**src/rtl/seq_uart_pkg.sv**
```systemverilog
// seq_uart_pkg: shared types, constants and helpers for the serial reporting stage.
// Build option SEQ_UART_LZS_EN (used by seq_uart_tx) suppresses leading zeros.
package seq_uart_pkg;

   typedef enum logic [1:0] {
      IDLE    = 2'd0,
      CONVERT = 2'd1,
      SEND    = 2'd2
   } state_e;

   localparam logic [7:0] ASCII_ZERO = 8'h30;
   localparam logic [7:0] ASCII_CR   = 8'h0D;
   localparam logic [7:0] ASCII_LF   = 8'h0A;
   localparam int         FRAME_BITS = 10;
   localparam int         MSG_CHARS  = 5;

   // Double-dabble correction: a digit of 5 or more gets 3 added before the shift.
   function automatic logic [3:0] dabble_adj(input logic [3:0] d);
      return (d >= 4'd5) ? (d + 4'd3) : d;
   endfunction

   // Character at message position idx: hundreds, tens, ones, CR, LF.
   function automatic logic [7:0] msg_char(input logic [2:0] idx, input logic [11:0] bcd);
      logic [7:0] c;
      case (idx)
         3'd0:    c = ASCII_ZERO + {4'h0, bcd[11:8]};
         3'd1:    c = ASCII_ZERO + {4'h0, bcd[7:4]};
         3'd2:    c = ASCII_ZERO + {4'h0, bcd[3:0]};
         3'd3:    c = ASCII_CR;
         default: c = ASCII_LF;
      endcase
      return c;
   endfunction

endpackage

```
**src/rtl/seq_uart_tx_bin2bcd.sv**
```systemverilog
// bin2bcd_seq: iterative 8-bit binary to 3-digit BCD converter (one shift-add-3
// step per clock, 8 steps). done_o pulses one cycle after the last step and
// bcd_o holds its value until the next start.
module bin2bcd_seq
   import seq_uart_pkg::*;
(
   input  logic        clk,
   input  logic        rst,
   input  logic        start_i,
   input  logic [7:0]  bin_i,
   output logic        done_o,
   output logic [11:0] bcd_o
);

   // {hundreds, tens, ones, remaining binary}
   logic [19:0] sh_q, sh_d;
   logic [19:0] adj;
   logic [2:0]  cnt_q, cnt_d;
   logic        active_q, active_d;
   logic        done_q, done_d;

   // Correct each BCD digit before the left shift.
   always_comb begin
      adj = {dabble_adj(sh_q[19:16]), dabble_adj(sh_q[15:12]),
             dabble_adj(sh_q[11:8]), sh_q[7:0]};
   end

   // Iteration control: load on start, then shift eight times.
   always_comb begin
      sh_d     = sh_q;
      cnt_d    = cnt_q;
      active_d = active_q;
      done_d   = 1'b0;
      if (start_i) begin
         sh_d     = {12'h000, bin_i};
         cnt_d    = 3'd0;
         active_d = 1'b1;
      end else if (active_q) begin
         sh_d  = {adj[18:0], 1'b0};
         cnt_d = cnt_q + 3'd1;
         if (cnt_q == 3'd7) begin
            active_d = 1'b0;
            done_d   = 1'b1;
         end
      end
   end

   // Converter state registers.
   always_ff @(posedge clk or posedge rst) begin
      if (rst) begin
         sh_q     <= '0;
         cnt_q    <= '0;
         active_q <= 1'b0;
         done_q   <= 1'b0;
      end else begin
         sh_q     <= sh_d;
         cnt_q    <= cnt_d;
         active_q <= active_d;
         done_q   <= done_d;
      end
   end

   assign done_o = done_q;
   assign bcd_o  = sh_q[19:8];

endmodule

```
**src/rtl/seq_uart_tx.sv**
```systemverilog
// seq_uart_tx: converts each accepted 8-bit value to ASCII decimal and sends it
// as 8N1 UART characters followed by CR LF. One pending value is buffered;
// strobes that find the buffer full are dropped and flagged in overrun.
// Build option SEQ_UART_LZS_EN: suppress leading zeros (ones digit always sent).
module seq_uart_tx
   import seq_uart_pkg::*;
#(
   parameter int CLKS_PER_BIT = 434
) (
   input  logic       clk,
   input  logic       reset,
   input  logic [7:0] value_in,
   input  logic       value_valid,
   output logic       ready,
   output logic       tx,
   output logic       busy,
   output logic       overrun
);

   localparam int                BAUD_W    = $clog2(CLKS_PER_BIT);
   localparam logic [BAUD_W-1:0] BAUD_LAST = BAUD_W'(CLKS_PER_BIT - 1);
   localparam logic [3:0]        BIT_LAST  = 4'(FRAME_BITS - 1);
   localparam logic [2:0]        CHAR_LAST = 3'(MSG_CHARS - 1);

   state_e            state_q, state_d;
   logic              pend_full_q, pend_full_d;
   logic [7:0]        pend_val_q, pend_val_d;
   logic              overrun_q, overrun_d;
   logic [BAUD_W-1:0] baud_q, baud_d;
   logic [3:0]        bit_q, bit_d;
   logic [2:0]        char_q, char_d;
   logic [8:0]        shift_q, shift_d;
   logic              tx_q, tx_d;

   logic              conv_start;
   logic              conv_done;
   logic [11:0]       bcd;
   logic              baud_wrap;
   logic              frame_end;
   logic              last_char;
   logic [2:0]        first_idx;
   logic [2:0]        next_idx;

   bin2bcd_seq u_bcd (
      .clk     (clk),
      .rst     (reset),
      .start_i (conv_start),
      .bin_i   (pend_val_q),
      .done_o  (conv_done),
      .bcd_o   (bcd)
   );

   // Frame timing decodes and the position of the first character to send.
   always_comb begin
      baud_wrap = (baud_q == BAUD_LAST);
      frame_end = baud_wrap && (bit_q == BIT_LAST);
      last_char = (char_q == CHAR_LAST);
      next_idx  = char_q + 3'd1;
`ifdef SEQ_UART_LZS_EN
      if (bcd[11:8] != 4'd0)
         first_idx = 3'd0;
      else if (bcd[7:4] != 4'd0)
         first_idx = 3'd1;
      else
         first_idx = 3'd2;
`else
      first_idx = 3'd0;
`endif
   end

   // FSM state register.
   always_ff @(posedge clk or posedge reset) begin
      if (reset)
         state_q <= IDLE;
      else
         state_q <= state_d;
   end

   // FSM next-state logic.
   always_comb begin
      state_d = state_q;
      case (state_q)
         IDLE:    if (pend_full_q) state_d = CONVERT;
         CONVERT: if (conv_done) state_d = SEND;
         SEND:    if (frame_end && last_char) state_d = IDLE;
         default: state_d = IDLE;
      endcase
   end

   // FSM outputs: busy for the whole message, converter kick when pending is consumed.
   always_comb begin
      busy       = (state_q != IDLE);
      conv_start = (state_q == IDLE) && pend_full_q;
   end

   // Pending register and sticky overrun; consume and load never coincide
   // because loading requires the register to be empty.
   always_comb begin
      pend_full_d = pend_full_q;
      pend_val_d  = pend_val_q;
      overrun_d   = overrun_q;
      if (conv_start)
         pend_full_d = 1'b0;
      if (value_valid) begin
         if (!pend_full_q) begin
            pend_full_d = 1'b1;
            pend_val_d  = value_in;
         end else begin
            overrun_d = 1'b1;
         end
      end
   end

   // Serialiser: shift_q holds the data bits still to go plus the stop bit.
   always_comb begin
      baud_d  = baud_q;
      bit_d   = bit_q;
      char_d  = char_q;
      shift_d = shift_q;
      tx_d    = tx_q;
      case (state_q)
         CONVERT: begin
            if (conv_done) begin
               baud_d  = '0;
               bit_d   = 4'd0;
               char_d  = first_idx;
               shift_d = {1'b1, msg_char(first_idx, bcd)};
               tx_d    = 1'b0;
            end
         end
         SEND: begin
            if (baud_wrap) begin
               baud_d = '0;
               if (bit_q == BIT_LAST) begin
                  bit_d = 4'd0;
                  if (last_char) begin
                     tx_d = 1'b1;
                  end else begin
                     char_d  = next_idx;
                     shift_d = {1'b1, msg_char(next_idx, bcd)};
                     tx_d    = 1'b0;
                  end
               end else begin
                  bit_d   = bit_q + 4'd1;
                  tx_d    = shift_q[0];
                  shift_d = {1'b1, shift_q[8:1]};
               end
            end else begin
               baud_d = baud_q + 1'b1;
            end
         end
         default: begin
            baud_d = '0;
            bit_d  = 4'd0;
            tx_d   = 1'b1;
         end
      endcase
   end

   // Datapath registers; reset returns the line to idle high at once.
   always_ff @(posedge clk or posedge reset) begin
      if (reset) begin
         pend_full_q <= 1'b0;
         pend_val_q  <= 8'h00;
         overrun_q   <= 1'b0;
         baud_q      <= '0;
         bit_q       <= 4'd0;
         char_q      <= 3'd0;
         shift_q     <= 9'h1FF;
         tx_q        <= 1'b1;
      end else begin
         pend_full_q <= pend_full_d;
         pend_val_q  <= pend_val_d;
         overrun_q   <= overrun_d;
         baud_q      <= baud_d;
         bit_q       <= bit_d;
         char_q      <= char_d;
         shift_q     <= shift_d;
         tx_q        <= tx_d;
      end
   end

   assign ready   = !pend_full_q;
   assign tx      = tx_q;
   assign overrun = overrun_q;

endmodule

```
**config.mk**
```make
export PLATFORM = sky130hd
export DESIGN_NAME = seq_uart_tx
export DESIGN_NICKNAME = d
export VERILOG_FILES = /design/src/rtl/seq_uart_pkg.sv /design/src/rtl/seq_uart_tx_bin2bcd.sv /design/src/rtl/seq_uart_tx.sv
export SDC_FILE = /design/constraint.sdc
export NUM_CORES = 1
export LEC_CHECK = 0
export CAP_MARGIN = 5
export CORE_MARGIN = 2
export CORE_UTILIZATION = 60
export CTS_CLUSTER_DIAMETER = 200
export CTS_CLUSTER_SIZE = 24
export DETAILED_ROUTE_END_ITERATION = 12
export PLACE_DENSITY = 0.79
export SLEW_MARGIN = 20
export SYNTH_ARGS = -nofsm -noshare
export SYNTH_HDL_FRONTEND = slang
export SYNTH_HIERARCHICAL = 1
export SYNTH_SLANG_ARGS = --single-unit
```
**constraint.sdc**
```tcl
create_clock -name clk -period 2.6 [get_ports clk]
set_input_delay 0.52 -clock clk [delete_from_list [all_inputs] [get_ports clk]]
set_output_delay 0.52 -clock clk [all_outputs]
set_load 0.1 [all_outputs]
```
Figure 1. Cells colored by class (run 1).
Fill, decap, tap and diode cells in gray.
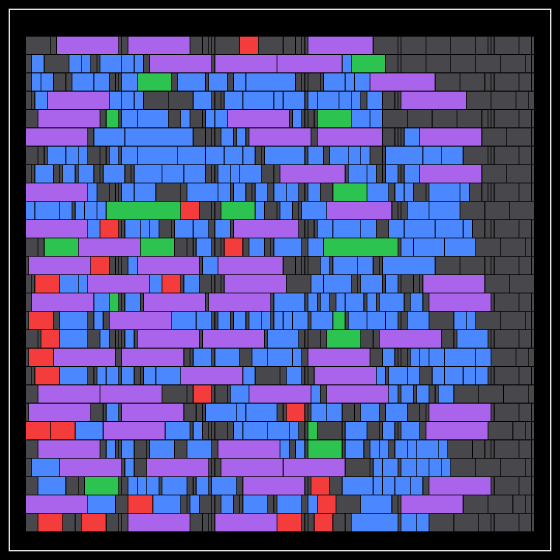
class	color	cells	share of their area
clock drivers and dummy loads	green	16	5.7%
remaining buffers and delay cells	red	22	5.0%
sequential cells	purple	62	41%
remaining logic cells	blue	266	48%

Figure 2. Clock nets (run 1).
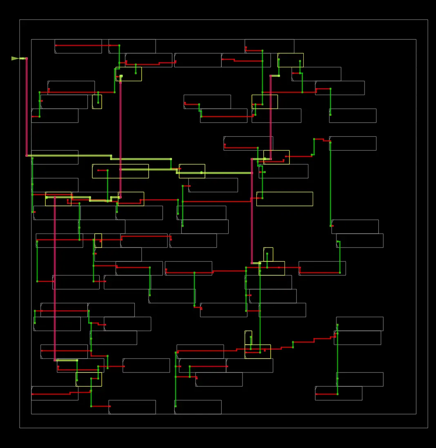
clkbuf count: 12
Setup Skew: 0.00833 ns
Clock Sinks: 62

Figure 3. Routed metal, one color a layer (run 1).
Bar = 20 um. Two of the layers only.
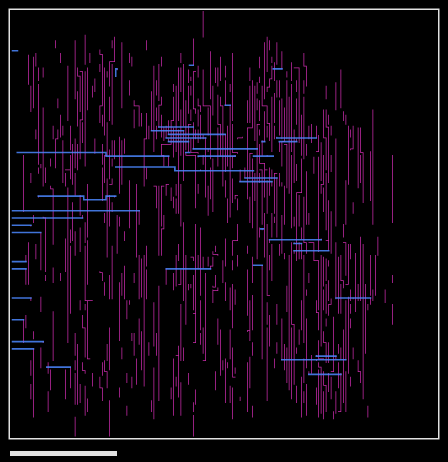
layer	color	wire length
M3	blue	283 um
M2	magenta	3120 um

==> reports/metrics.yaml, run 1 <==
grt:
  grt_pass1_vias: 2541
  grt_pass1_wl_mm: 11.5
yosys:
  yosysMostFrequentCell: "dfrtp_1"
  avgSynthCellArea_um2: 10.2
  yosys_warnings: 6
  ys_sh_xor_pct: 1.26
  synth-compound-area-share_pct: 18.1
  ys_async_sr_fraction_pct: 100
  yosys.stat.seqShare_pct: 45.1
  yosys-top-cells-count: "53 x dfrtp_1, 29 x nand2_1, 20 x inv_1, 20 x nor2_1, 20 x o21ai_0"
  top_cell_area_share_pct: 38.2
  ff_type: "dfrtp_1"
  ys_sh_mux_pct: 7.11
place:
  pre_cts_slack_ns: 0.718
  dp_hpwl_mm: 4.72
  place_area_um2: 3670
  place.gp.congestion: 0.846
  io_buffer_count: 14
cells_and_area:
  seq_area_um2: 1560
  buffers_excl_clock: 22
  comb_area_share_pct: 45.0
  fin_area_um2: 3880
  clock_tree_area_fraction_pct: 5.54
  n_fill_cell: 432
  final-nonclk-buf-share_pct: 4.90
  largest_class: "logic gates"
  diodes: 0
  multi_input_comb_cells: 245
  seq_share_pct: 40.2
  drive_gt1_share_pct: 17.5
  area_growth_pct: 12.0
  ff_count: 62
floorplan:
  taps: 72
  die_w_um: 80.0
  dieArea_um2: 6400
  core_area_um2: 5540
critical_path:
  startpoint: "char_q[0]$_DFFE_PP0P_"
  path_class: "reg -> reg"
  r2r-end: "shift_q[1]$_DFFE_PP1P_"
  path_buffers: 1
  cp-end-kind: "flop"
  rr_worst_depth: 6
  startpoint_type: "flop"
  crit_chain: "inv_1, ha_1, a222oi_1, nor4b_1, o21ai_0, mux2_2"
  crit_fanout: 8
  regToRegStartpoint: "char_q[0]$_DFFE_PP0P_"
power_and_ir_drop:
  max-vdd-ir-drop_uv: 935
  p_leak_nw: 1.73
  p_per_area_nw_per_um2: 1010
final_timing:
  setup_ws_ns: 0.704
  fin_hold_ws_ns: 0.466
  setup_tns_ns: 0
  period_used_pct: 72.9
  finalHoldViolCount: 0
  slew-limit-headroom_pct: 54.2
  rsz0062_at_grt: "false"
  fmax_ghz: 0.528
flow_run:
  warning_count: 35
detailed_routing:
  initialDrtViolationCount: 142
  vias_per_cell: 5.99
  drt-wirelength-per-cell_um: 15.2
  first_pass_iters: 5
  num_vias: 2625
min_path:
  hold_class: "reg -> reg"
  min_delay_worst_endpoint: "shift_q[6]$_DFFE_PP1P_"
clocking:
  path_clk_slew_ns: 0.07
  cts_root_buf: "clkbuf_8"
outcome:
  status: "complete, no violations"
[run 1: power by group]
group | internal, mW | switching, mW | leakage [nW]
Sequential | 1.29 | 0.271 | 0.775
Clock | 0.564 | 0.372 | 0.110
Combinational | 0.598 | 0.819 | 0.849
[run 1: routing by layer]
layer	GRT usage, %	up-vias	share of wire [%]
li1	-	1275	-
met1	31.0	1265	47
met2	35.9	69	47
met3	4.41	16	4.2
met4	12.9	0	2.1
met5	0	-	0
[run 1: flip-flops by register name (all words and copies together), names as in the netlist]
signal and cells:
u_bcd/sh_q 20, baud_q 9, pend_val_q 8, shift_q 8, bit_q 4, char_q 3
u_bcd/cnt_q 3, state_q 2, overrun 1, pend_full_q 1, tx 1, u_bcd/active_q 1
u_bcd/done_o 1
Figure 4. Clock network drawn from the DEF (run 1).
Bar = 20 um.
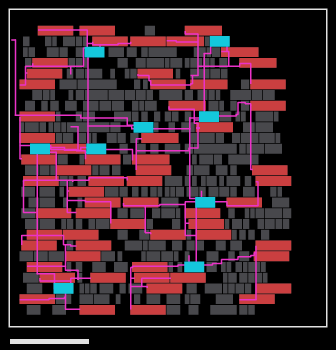

## Run 2: what changed since run 1
clock period = 1.8 ns   (was 2.6 ns; I/O delays follow)
Figure 5. Clock network drawn from the DEF (run 2).
Bar = 20 um.
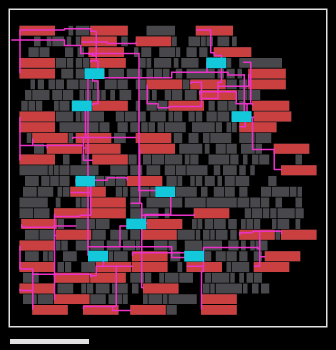
[flip-flops] red | count: 62
[clock wires] magenta | length: 793 um
[clock-net drivers] cyan | count: 9
flops lie	spread over the die
routed clock nets	10

Figure 6. Clock nets (run 2).
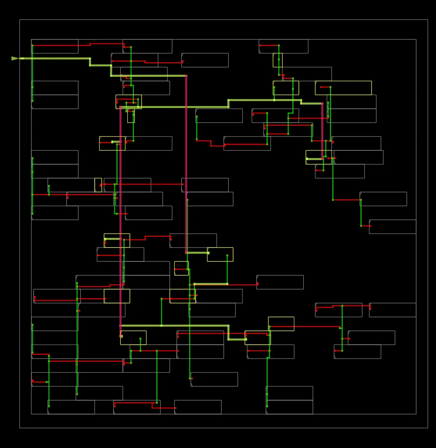
clk pwr: 1.24 mW
Setup Skew: 0.00928 ns

==> reports/metrics.yaml, run 2 <==
outcome:
  status: "complete, no violations"
cells_and_area:
  comb_area_share_pct: 43.7  # -1.3 points
  largestRegisters: "u_bcd/sh_q (20), baud_q (9)"
  largest_reg_flops: 20  # unchanged
  seq_area_um2: 1560  # unchanged
  area_growth_pct: 18.5
  ff_count: 62  # unchanged
  num-nonclk-inverters: 21
  buffers_excl_clock: 37  # +68%
  nClkBuffers: 13  # +1
  seq_share_pct: 38.0  # -2.2 points
  final-nonclk-buf-share_pct: 9.19  # +4.3 points
  n_fill_cell: 394  # -8.8%
  multi_input_comb_cells: 245  # unchanged
  clock_tree_area_fraction_pct: 4.90  # -0.64 points
  drive_gt1_share_pct: 23.6  # +6.1 points
  stdcell_count: 453
  top_register: "u_bcd/sh_q"
  diodes: 0  # unchanged
  largest_class: "logic gates"
floorplan:
  initial_core_util_pct: 62.6
  dieArea_um2: 6400  # unchanged
  taps: 72  # unchanged
  die_w_um: 80.0  # unchanged
  io_pins: 15
  core_area_um2: 5540  # unchanged
place:
  post-place-cells: 433
  dp_hpwl_mm: 4.99  # +5.9%
  io_buffer_count: 14  # unchanged
  place.gp.congestion: 0.793  # -6.2%
detailed_routing:
  wl_met1_mm: 3.26  # +4.2%
  initialDrtViolationCount: 179  # +26%
  met3_length_um: 372  # +32%
  routed.top_layer: "met4"
  drt-wirelength-per-cell_um: 16.3  # +7.1%
  num_vias: 2742  # +4.5%
  wl_met2_mm: 3.64  # +17%
  vias_per_cell: 6.05  # +1.0%
  first_pass_iters: 5  # unchanged
final_timing:
  maxSlewViolCount: 0
  slew-limit-headroom_pct: 71.8  # +18 points
  rsz0062_at_grt: "true"
  period_minus_slack_ns: 1.76
  setup_viol: 0
  fmax_ghz: 0.567  # +7.5%
  period_used_pct: 97.9  # +25 points
  finalHoldViolCount: 0  # unchanged
yosys:
  yosys_cells: 341
  edf_count: 0
  avgSynthCellArea_um2: 10.2  # unchanged
  yosys.stat.seqShare_pct: 45.1  # unchanged
  syn-cell-area_um2: 3470
  yosys-top-cells-count: "53 x dfrtp_1, 29 x nand2_1, 20 x inv_1, 20 x nor2_1, 20 x o21ai_0"
  yosys_area_um2: 3470
  synth_cells: 341
  ys_async_sr_fraction_pct: 100  # unchanged
  yosys_warnings: 6  # unchanged
  top_cell_area_share_pct: 38.2  # unchanged
  ff_type: "dfrtp_1"
  floorplan.nets: 369
  yosysMostFrequentCell: "dfrtp_1"
power_and_ir_drop:
  p_switching_mw: 2.20  # +50%
  p_int_mw: 3.60  # +47%
  swShare_pct: 37.9  # +0.55 points
  pwr-share-clk_pct: 21.4  # -2.5 points
  max-vdd-ir-drop_uv: 1410  # +51%
  p_leak_nw: 1.82  # +5.0%
  p_per_area_nw_per_um2: 1410  # +40%
  combPwrFrac_pct: 39.6  # +3.4 points
  power_leader: "combinational cells"
  p_comb_mw: 2.29  # +61%
  pwr-share-seq_pct: 39.0  # -0.9 points
  seq-power_mw: 2.26  # +45%
critical_path:
  crit_fanout: 4  # -4
  cp.depth: 6
  crit_chain: "buf_4, ha_1, xor2_2, nor4_1, a221o_1, mux2_2"
  startpoint: "char_q[0]$_DFFE_PP0P_"
  path_class: "reg -> reg"
  regToRegStartpoint: "char_q[0]$_DFFE_PP0P_"
  cp-end-kind: "flop"
  rr_worst_depth: 6  # unchanged
  slowest_stage: "dfrtp_1"
  max_stage_delay_ns: 0.43
  r2r-end: "shift_q[0]$_DFFE_PP1P_"
  crit_family: "flip-flops"
  startpoint_type: "flop"
  path_buffers: 1  # unchanged
clocking:
  htreeDepth: 3
  cts_tree: "built"
  cts_root_buf: "clkbuf_8"
  clkSinkCount: 62  # unchanged
  postCtsHoldBufs: 0
  clockBufferDepth: 2
  path_clk_slew_ns: 0.07  # about the same
grt:
  grt_pass1_vias: 2740  # +7.8%
  grt_max_degree: 38
  grtUsageTotal_pct: 25.5
  busiest_layer: "met2"
  use_met3_pct: 6.11  # +1.7 points
  grt_pass1_wl_mm: 12.4  # +7.9%
  grt_use_met1_pct: 32.9  # +1.8 points
  met2_usage_pct: 41.0  # +5.1 points
flow_run:
  warning_count: 37  # +5.7%
min_path:
  hold_class: "in -> async"
-- run 2: through the flow --
step | hold slack [ns] | TNS, ns | power, mW | worst slack, ns | instance area [um2]
final | 0.392 | 0 | 5.80 | 0.0373 | 4110
after global routing | 0.420 | -0.0678 | 6.18 | -0.0385 | 4110
after CTS | 0.403 | 0 | 5.79 | 0.0237 | 4040
after detailed placement | 0.452 | -0.0554 | 4.53 | -0.0270 | 3840
after global placement | 0.450 | 0 | 4.40 | 0.0533 | 3840
after floorplan | 0.387 | -0.0201 | 3.88 | -0.0201 | 3490
-- run 2: kinds of logic after synthesis --
logic type / synth area share (%)
AND/OR/NAND/NOR: 17.6
AND-OR/OR-AND: 18.1
flip-flops: 45.1
buffers and inverters: 4.65
multiplexers: 7.11
adder cells (fa/ha/maj): 6.13
XOR/XNOR: 1.26
Power figures rest on the tool's default switching activity, not on a simulated workload.
